Design ram_port_arbiter, sky130hd; sources not shown.
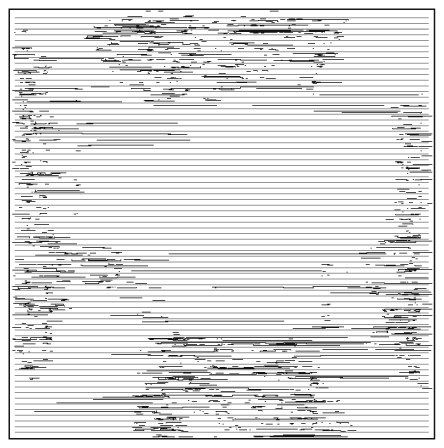
Fig. 1. The metal 1 layer.
Supply wires on this layer in gray.
longest straight run = 104 um
wire length on this layer = 7470 um
GRT met1 Usage: 8.34%
drt total wl: 20600 um
vias: 4178

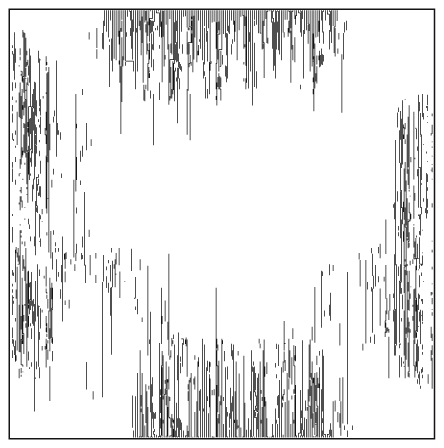
Fig. 2. Signal wires on met2.
wire length on this layer = 11200 um
main direction = vertical
share of all routed wire = 54%
met2 Use GR: 16.2%

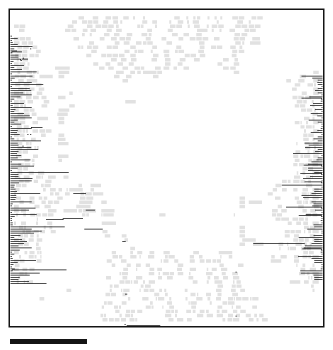
Fig. 3. Signal wires on met3.
The bar under the picture is 50 um long. Cells faint in the background.
main direction = horizontal
longest straight run = 37.5 um
nets with wire on the layer = 225
wire length on this layer = 1630 um
share of all routed wire = 7.9%
met3 usage: 2.31%

==> results.json <==
{
  "critPathSlowestCell": "dfrtp_1",
  "num-fill-cells": 4389,
  "worst_slack_ns": -0.222,
  "status": "finished with violations",
  "max_stage_delay_ns": 0.40,
  "relSlewSlack_pct": 74.4,
  "violations": "setup timing",
  "cap_violations": 0,
  "ff2ff_setup_slack_ns": 0.14,
  "logic_gate_count": 252,
  "slew_violations": 0,
  "drt_pre_antenna_iters": 4,
  "hold_path_class": "input pin to asynchronous set/reset pin",
  "most-common-layout-cells": "187 x clkdlybuf4s50_1, 149 x buf_6, 55 x and3_4, 55 x buf_2, 55 x dlymetal6s2s_1",
  "peakVddDrop_uv": 261,
  "drtIter0Drc": 122,
  "numCtsBuffers": 3,
  "gr-usage-all-layers_pct": 8.13,
  "p_clk_share_pct": 15.6,
  "synth-async-reset-ratio_pct": 100,
  "chip_area_um2": 41600,
  "grt-busiest-layer": "met2",
  "nClkBuffers": 4,
  "n_antenna_cell": 1,
  "combPwrFrac_pct": 79.0,
  "m1WireLength_um": 7470,
  "highest_layer": "met5",
  "power.leakage_nw": 4.70,
  "topCellsByArea": "buf_4 21%, mux2i_1 20%, and3_1 19%",
  "antenna_found_initial": 2,
  "setup_viol": 167
}
